### Register map, names as in the netlist

(3 px per um) Other sequential cells in the stronger gray, the rest of the logic in the fainter gray.
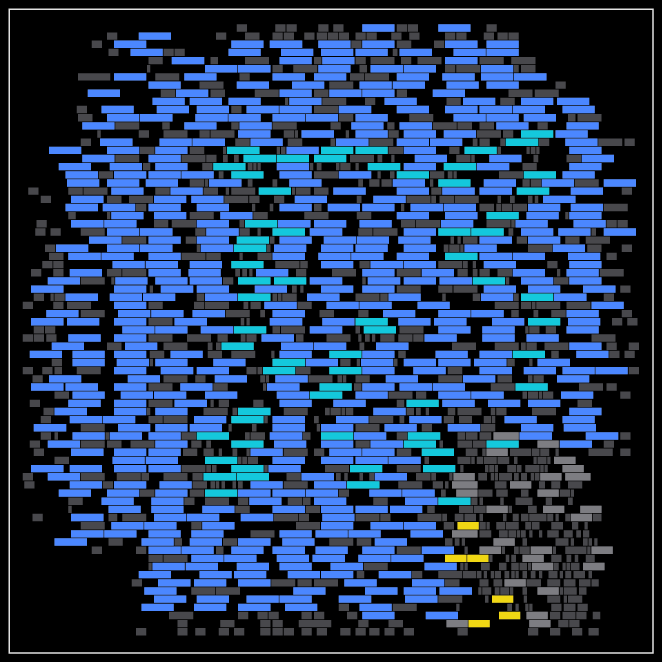
### The metal 3 layer

(1.5 px per um)
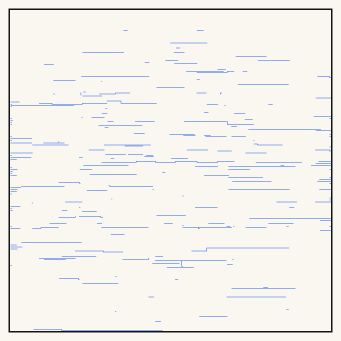
[config.mk]
export PLATFORM = sky130hd
export DESIGN_NAME = sb_tx_multi_queue_serializer
export DESIGN_NICKNAME = d
export VERILOG_FILES = /design/src/rtl/sb_tx_multi_queue_serializer.sv
export SDC_FILE = /design/constraint.sdc
export NUM_CORES = 1
export LEC_CHECK = 0
export CAP_MARGIN = 10
export CORE_MARGIN = 4
export CORE_UTILIZATION = 55
export CTS_BUF_LIST = sky130_fd_sc_hd__clkbuf_2 sky130_fd_sc_hd__clkbuf_4 sky130_fd_sc_hd__clkbuf_8
export CTS_CLUSTER_SIZE = 14
export DETAILED_ROUTE_END_ITERATION = 7
export PLACE_DENSITY = 0.75
export SETUP_SLACK_MARGIN = 0.2
export SLEW_MARGIN = 15
export SYNTH_ARGS = -nofsm -noshare
export SYNTH_HDL_FRONTEND = slang
export SYNTH_SLANG_ARGS = --single-unit
[constraint.sdc]
create_clock -name i_clk -period 12.89 [get_ports i_clk]
set_input_delay 1.289 -clock i_clk [delete_from_list [all_inputs] [get_ports i_clk]]
set_output_delay 1.289 -clock i_clk [all_outputs]
set_load 0.02 [all_outputs]
[src/rtl/sb_tx_multi_queue_serializer.sv]
// Sideband transmit back end: per-class packet queues, RR/fixed-priority arbiter,
// LSB-first one-bit-per-UI serializer with inter-packet idle gap and clock pattern bursts.
module sb_tx_multi_queue_serializer #(
    parameter int NUM_CH = 2,
    parameter int PKT_W  = 64,
    parameter int DEPTH  = 4,
    parameter int GAP_UI = 32,
    parameter int RR_EN  = 1
) (
    input  logic                                            i_clk,
    input  logic                                            i_rst,
    input  logic [NUM_CH-1:0]                               i_wr_valid,
    input  logic [NUM_CH*PKT_W-1:0]                         i_wr_data,
    output logic [NUM_CH-1:0]                               o_wr_ready,
    input  logic                                            i_pattern_req,
    output logic                                            o_ser_data,
    output logic                                            o_ser_valid,
    output logic                                            o_pkt_done,
    output logic                                            o_busy,
    output logic [NUM_CH-1:0]                               o_fifo_empty,
    output logic [NUM_CH-1:0]                               o_overflow,
    output logic [((NUM_CH > 1) ? $clog2(NUM_CH) : 1)-1:0]  o_grant_ch
);

    localparam int GW   = (NUM_CH > 1) ? $clog2(NUM_CH) : 1;
    localparam int AW   = $clog2(DEPTH);
    localparam int CW   = AW + 1;
    localparam int MAXV = (PKT_W > GAP_UI) ? PKT_W : GAP_UI;
    localparam int BW   = $clog2(MAXV);

    typedef enum logic [1:0] {
        S_IDLE,
        S_SHIFT,
        S_GAP,
        S_PATTERN
    } state_t;

    state_t                  r_state;
    logic [BW-1:0]           r_cnt;
    logic [PKT_W-1:0]        r_shreg;
    logic [GW-1:0]           r_cur;
    logic [GW-1:0]           r_last;

    logic [NUM_CH-1:0]       w_empty;
    logic [NUM_CH-1:0]       w_full;
    logic [NUM_CH-1:0]       w_push;
    logic [NUM_CH-1:0]       w_pop;
    logic [NUM_CH*PKT_W-1:0] w_head_flat;
    logic [PKT_W-1:0]        w_head;
    logic                    w_any;
    logic [GW-1:0]           w_sel;
    logic                    w_dec;

    // Per-channel FIFOs; eligibility and readiness come only from registered counts.
    for (genvar c = 0; c < NUM_CH; c++) begin : g_q
        logic [PKT_W-1:0] r_mem [DEPTH];
        logic [AW-1:0]    r_wr_ptr;
        logic [AW-1:0]    r_rd_ptr;
        logic [CW-1:0]    r_count;
        logic             r_ovf;

        assign w_empty[c]   = (r_count == '0);
        assign w_full[c]    = (r_count == CW'(DEPTH));
        assign w_push[c]    = i_wr_valid[c] & ~w_full[c];
        assign w_pop[c]     = w_dec & ~i_pattern_req & w_any & (w_sel == GW'(c));
        assign w_head_flat[c*PKT_W +: PKT_W] = r_mem[r_rd_ptr];
        assign o_wr_ready[c]   = ~w_full[c];
        assign o_fifo_empty[c] = w_empty[c];
        assign o_overflow[c]   = r_ovf;

        always_ff @(posedge i_clk) begin
            if (i_rst) begin
                r_wr_ptr <= '0;
                r_rd_ptr <= '0;
                r_count  <= '0;
                r_ovf    <= 1'b0;
            end else begin
                if (w_push[c]) r_wr_ptr <= r_wr_ptr + AW'(1);
                if (w_pop[c])  r_rd_ptr <= r_rd_ptr + AW'(1);
                case ({w_push[c], w_pop[c]})
                    2'b10:   r_count <= r_count + CW'(1);
                    2'b01:   r_count <= r_count - CW'(1);
                    default: r_count <= r_count;
                endcase
                if (i_wr_valid[c] && w_full[c]) r_ovf <= 1'b1;
            end
        end

        always_ff @(posedge i_clk) begin
            if (w_push[c]) r_mem[r_wr_ptr] <= i_wr_data[c*PKT_W +: PKT_W];
        end
    end

    // Arbiter: rotating search from the channel after the last grant, or plain lowest-index.
    always_comb begin
        int idx;
        w_any = 1'b0;
        w_sel = '0;
        idx   = 0;
        for (int k = 0; k < NUM_CH; k++) begin
            if (RR_EN != 0) idx = (int'(r_last) + 1 + k) % NUM_CH;
            else            idx = k;
            if (!w_any && !w_empty[idx[GW-1:0]]) begin
                w_any = 1'b1;
                w_sel = GW'(idx);
            end
        end
    end

    always_comb begin
        w_head = '0;
        for (int c = 0; c < NUM_CH; c++) begin
            if (w_sel == GW'(c)) w_head = w_head_flat[c*PKT_W +: PKT_W];
        end
    end

    assign w_dec = (r_state == S_IDLE) || ((r_state == S_GAP) && (r_cnt == BW'(GAP_UI-1)));

    // Outputs are registered from the current state, so they trail the state by one UI.
    always_ff @(posedge i_clk) begin
        if (i_rst) begin
            r_state     <= S_IDLE;
            r_cnt       <= '0;
            r_cur       <= '0;
            r_last      <= GW'(NUM_CH-1);
            o_ser_data  <= 1'b0;
            o_ser_valid <= 1'b0;
            o_pkt_done  <= 1'b0;
            o_busy      <= 1'b0;
            o_grant_ch  <= '0;
        end else begin
            o_busy      <= (r_state != S_IDLE);
            o_ser_data  <= 1'b0;
            o_ser_valid <= 1'b0;
            o_pkt_done  <= 1'b0;
            case (r_state)
                S_IDLE, S_GAP: begin
                    if (!w_dec) begin
                        r_cnt <= r_cnt + BW'(1);
                    end else begin
                        r_cnt <= '0;
                        if (i_pattern_req) begin
                            r_state <= S_PATTERN;
                        end else if (w_any) begin
                            r_state <= S_SHIFT;
                            r_shreg <= w_head;
                            r_cur   <= w_sel;
                            r_last  <= w_sel;
                        end else begin
                            r_state <= S_IDLE;
                        end
                    end
                end
                S_SHIFT: begin
                    o_ser_valid <= 1'b1;
                    o_ser_data  <= r_shreg[0];
                    o_grant_ch  <= r_cur;
                    r_shreg     <= {1'b0, r_shreg[PKT_W-1:1]};
                    if (r_cnt == BW'(PKT_W-1)) begin
                        o_pkt_done <= 1'b1;
                        r_cnt      <= '0;
                        r_state    <= S_GAP;
                    end else begin
                        r_cnt <= r_cnt + BW'(1);
                    end
                end
                S_PATTERN: begin
                    o_ser_valid <= 1'b1;
                    o_ser_data  <= ~r_cnt[0];
                    if (r_cnt == BW'(PKT_W-1)) begin
                        o_pkt_done <= 1'b1;
                        r_cnt      <= '0;
                        r_state    <= i_pattern_req ? S_PATTERN : S_GAP;
                    end else begin
                        r_cnt <= r_cnt + BW'(1);
                    end
                end
                default: r_state <= S_IDLE;
            endcase
        end
    end

endmodule

==> Implementation_results.wiki <==
=== Physical design figures ===
{| class="wikitable"
! Metric !! Value
|-
| Biggest area contributors in the synthesized netlist || edfxtp_1, mux4_2, dfxtp_1, mux2i_1, a21oi_1
|-
| Critical Path RT || 11.60 ns
|-
| Number of buffer and inverter stages on the critical path || 2
|-
| Critical path peak fanout || 6
|-
| Site row count || 75
|-
| WHS Path Cells || 1
|-
| Area of the mapped netlist || around 23000 um^2
|-
| Number of max-slew violations in the final report || 0
|-
| Post-cts hold-fix buffer tally || 0
|-
| Die boundary height || 214 um
|-
| Fraction of met2 tracks used by global routing || 32.3%
|-
| Hold Path Class || flip-flop to flip-flop
|-
| Tap cells || 539
|-
| Drt total wl || ~44 mm
|-
| Length in cells of the worst reg-to-reg path || 10
|-
| Main combinational cell family by area after synthesis || multiplexers
|-
| Area occupied by registers || 18000 um^2
|-
| Family of cells with the greatest summed delay on the critical path || buffers and inverters
|-
| Headroom to the max-slew limit || between 20% and 30%
|-
| Initial core utilization || 55.7%
|-
| Global-route wire length before repair || 68.0 mm
|-
| Signed area change from the synthesized netlist to the final layout || 16.2%
|-
| Cell-by-cell trace of the critical path || or3_1, inv_1, clkdlybuf4s50_1
|-
| Final critical-path required period || approximately 3.5 ns
|-
| Detailed-route vias per instance || 5.75
|-
| Global route hottest layer || met2
|-
| Final hold violation count || 0
|-
| Final setup viols || 0
|-
| Remaining number of nets flagged by the antenna check after routing || 0
|-
| Final core occ || 64.7%
|-
| Total number of clock tree sinks || just over 600
|-
| DRC marker count from the first detailed-route iteration || 776
|-
| Die Outline Area || between 40000 and 50000 um^2
|-
| Registers, synthesis || 611
|-
| Adder-cell area share of the yosys netlist || 0.761%
|-
| Tot GR Track Use || 19.4%
|-
| Count of different cell masters after synthesis || 43
|-
| Register fraction of the total cell area || 66.4%
|-
| Cell count listed in synth_stat.txt || 1132
|-
| Data arrival time of the critical path || ~2.2 ns
|-
| Maximum capacitance violations || 0
|-
| Share of synthesized registers carrying an async set or reset || 0%
|-
| Max-area cell share || roughly 74%
|-
| Clock insertion delay at the later pin of the skew report || 0.63 ns
|-
| Post-route worst setup slack || between 9 and 10 ns
|-
| Simple-gate share of the synthesized area || roughly 2.6%
|-
| TritonCTS buffer count || 96
|-
| Number of flip-flops in the largest register || slightly above 500
|-
| Number of nets produced by synthesis || 1278
|-
| Final estimated routing congestion in global placement || 0.754
|-
| Clock tree from TritonCTS || yes
|-
| Setup_tns || 0 ns
|-
| Post-route non-filler standard cell count || slightly below 2000
|-
| Sort of element at the end of the critical path || output port
|-
| Cts repair resizes || 0
|-
| Power, Total || just over 0.005 W
|-
| Biggest Area Class || flip-flops and latches
|-
| Biggest registers after layout || g_q.r_mem: 512 flops, r_shreg: 64 flops
|-
| Finished layout cell area || 27100 um^2
|-
| Met3 Usage GRT || 3.76%
|-
| Fill cell total of the finished layout || 2799
|-
| Post-Place Worst Slack || 9.16 ns
|-
| Clock Skew || around 0.02 ns
|-
| Dominant cell type by area after synthesis || edfxtp_1
|-
| Power per cell area || 190 nW/um^2
|-
| Routed metal-1 wire length || 18.2 mm
|-
| Syn Area/Cell || approximately 21 um^2
|-
| RSZ-0062 raised after global routing || no
|-
| Hold Crit Endpoint || r_cnt[0]
|-
| Number of instances in the synthesized netlist || 1132
|-
| Slew at the pin closest to its max-slew limit || 1.12 ns
|-
| Worst R2R End || g_q[1].r_count[2]
|-
| Mux share || 15.4%
|-
| I/O pin count || 144
|-
| Placeable Area || between 40000 and 50000 um^2
|-
| Aoi share || 2.06%
|-
| Synth top cells by count || edfxtp_1, mux4_2, nor2_1
|-
| Inverters || 19
|-
| Cell total after placement || 1766
|-
| Flip-flops with a built-in enable || approximately 580
|-
| Root Driver || clkbuf_8
|-
| Share of post-route cells with drive strength above 1 || 21.9%
|-
| Internal reg-to-reg setup slack || roughly 9.7 ns
|-
| Maximum buffer depth of the clock tree || 3
|-
| Synth Seq Share || 77.1%
|-
| Clock network area share || between 6 and 7%
|-
| Total setup buffers inserted after CTS || 0
|-
| Reg2reg start || g_q[0].r_count[2]
|-
| Top layer used by detailed routing || met5
|-
| Dominant register cell in the synthesized netlist || edfxtp_1
|-
| Max frequency || ~290 MHz
|-
| Cell with the biggest individual delay on the critical path || clkdlybuf4s50_1
|-
| Most numerous logic cell after layout || edfxtp_1
|-
| Critical Path Source Type || flip-flop
|-
| Combinational gates || 445
|-
| Routed met3 length || 2.52 mm
|-
| Lkg Pwr || approximately 8.7 nW
|-
| Outcome || finished, final reports clean
|-
| Yosys Chip Area || between 20000 and 25000 um^2
|-
| Kind of critical path || flip-flop to output port
|-
| Xor and xnor area share after synthesis || 0.375%
|-
| Met2 wire length || 22.3 mm
|-
| Via count of the first global-routing pass || 11900
|-
| Vias post-DR || between 10000 and 15000
|-
| Most common cell in the netlist || edfxtp_1
|-
| Peak supply drop || 0.0000997 V
|-
| Layout clock buffer count || 133
|-
| Met1 Use GR || 26.3%
|-
| Count of non-CTS buffers in the layout || 152
|-
| Relative area of non-clock buffer cells in the final design || about 5.5%
|-
| Critical hold path startpoint || r_cnt[0]
|-
| Horiz. Die Dim || 214 um
|-
| OpenROAD warnings || 34
|-
| Total grt overflow || 0
|-
| Antenna violations before repair || 2
|-
| ANT cells || 1
|-
| Average routed wire per standard cell || 22.6 um
|-
| Largest net degree at the start of global routing || approximately 70
|-
| Number of H-tree levels || 3
|-
| Post-Place Cell Area || 25300 um^2
|-
| Largest register by flop count || g_q.r_mem
|-
| Top Layout Cells || edfxtp_1, clkdlybuf4s50_1, mux4_2
|-
| Post-DP HPWL || 24.2 mm
|-
| IO buf count || approximately 140
|-
| Tally of yosys warning messages || 0
|-
| Final net count || 1471
|-
| TritonRoute pass-1 iters || 5
|-
| Remaining design rule violation count || 0
|-
| Share of the final layout cell area in multi-input gates || 18.5%
|-
| Number of flip-flops and latches || about 610
|-
| Delay of the slowest critical-path stage || 0.61 ns
|-
| Final period utilization || 27.0%
|}
## Picture notes: 'Register map, names as in the netlist'
- cyan: r_shreg (flops 64)
- yellow: r_cnt (flops 6; where south-east)
- blue: g_q.r_mem (flops 512; where all over the die)

## Picture notes: 'The metal 3 layer'
- wire length on this layer: 2520 um
- share of all routed wire: 5.7%
- longest straight run: 67.2 um
- nets with wire on the layer: 112

## where the power goes
group / total (W) / switching, W / internal [W]
combinational: 0.00101 / 0.000552 / 0.000463
sequential: 0.00257 / 0.0000993 / 0.00247
clock: 0.00157 / 0.000713 / 0.000854
## how the worst max path moves through the flow
stage | slack, ns | cells past startpoint | start | end
2_1_floorplan | 7.53 | 3 | i_pattern_req | r_shreg[0]
3_3_place_gp | 9.16 | 9 | i_pattern_req | g_q[1].r_count[2]
3_5_place_dp | 9.16 | 9 | i_pattern_req | g_q[1].r_count[2]
4_1_cts | 9.32 | 3 | g_q[0].r_count[2] | o_fifo_empty[0]
5_1_grt | 9.30 | 3 | g_q[0].r_count[2] | o_fifo_empty[0]
6_report | 9.40 | 3 | g_q[0].r_count[2] | o_fifo_empty[0]
Power figures rest on the tool's default switching activity, not on a simulated workload.
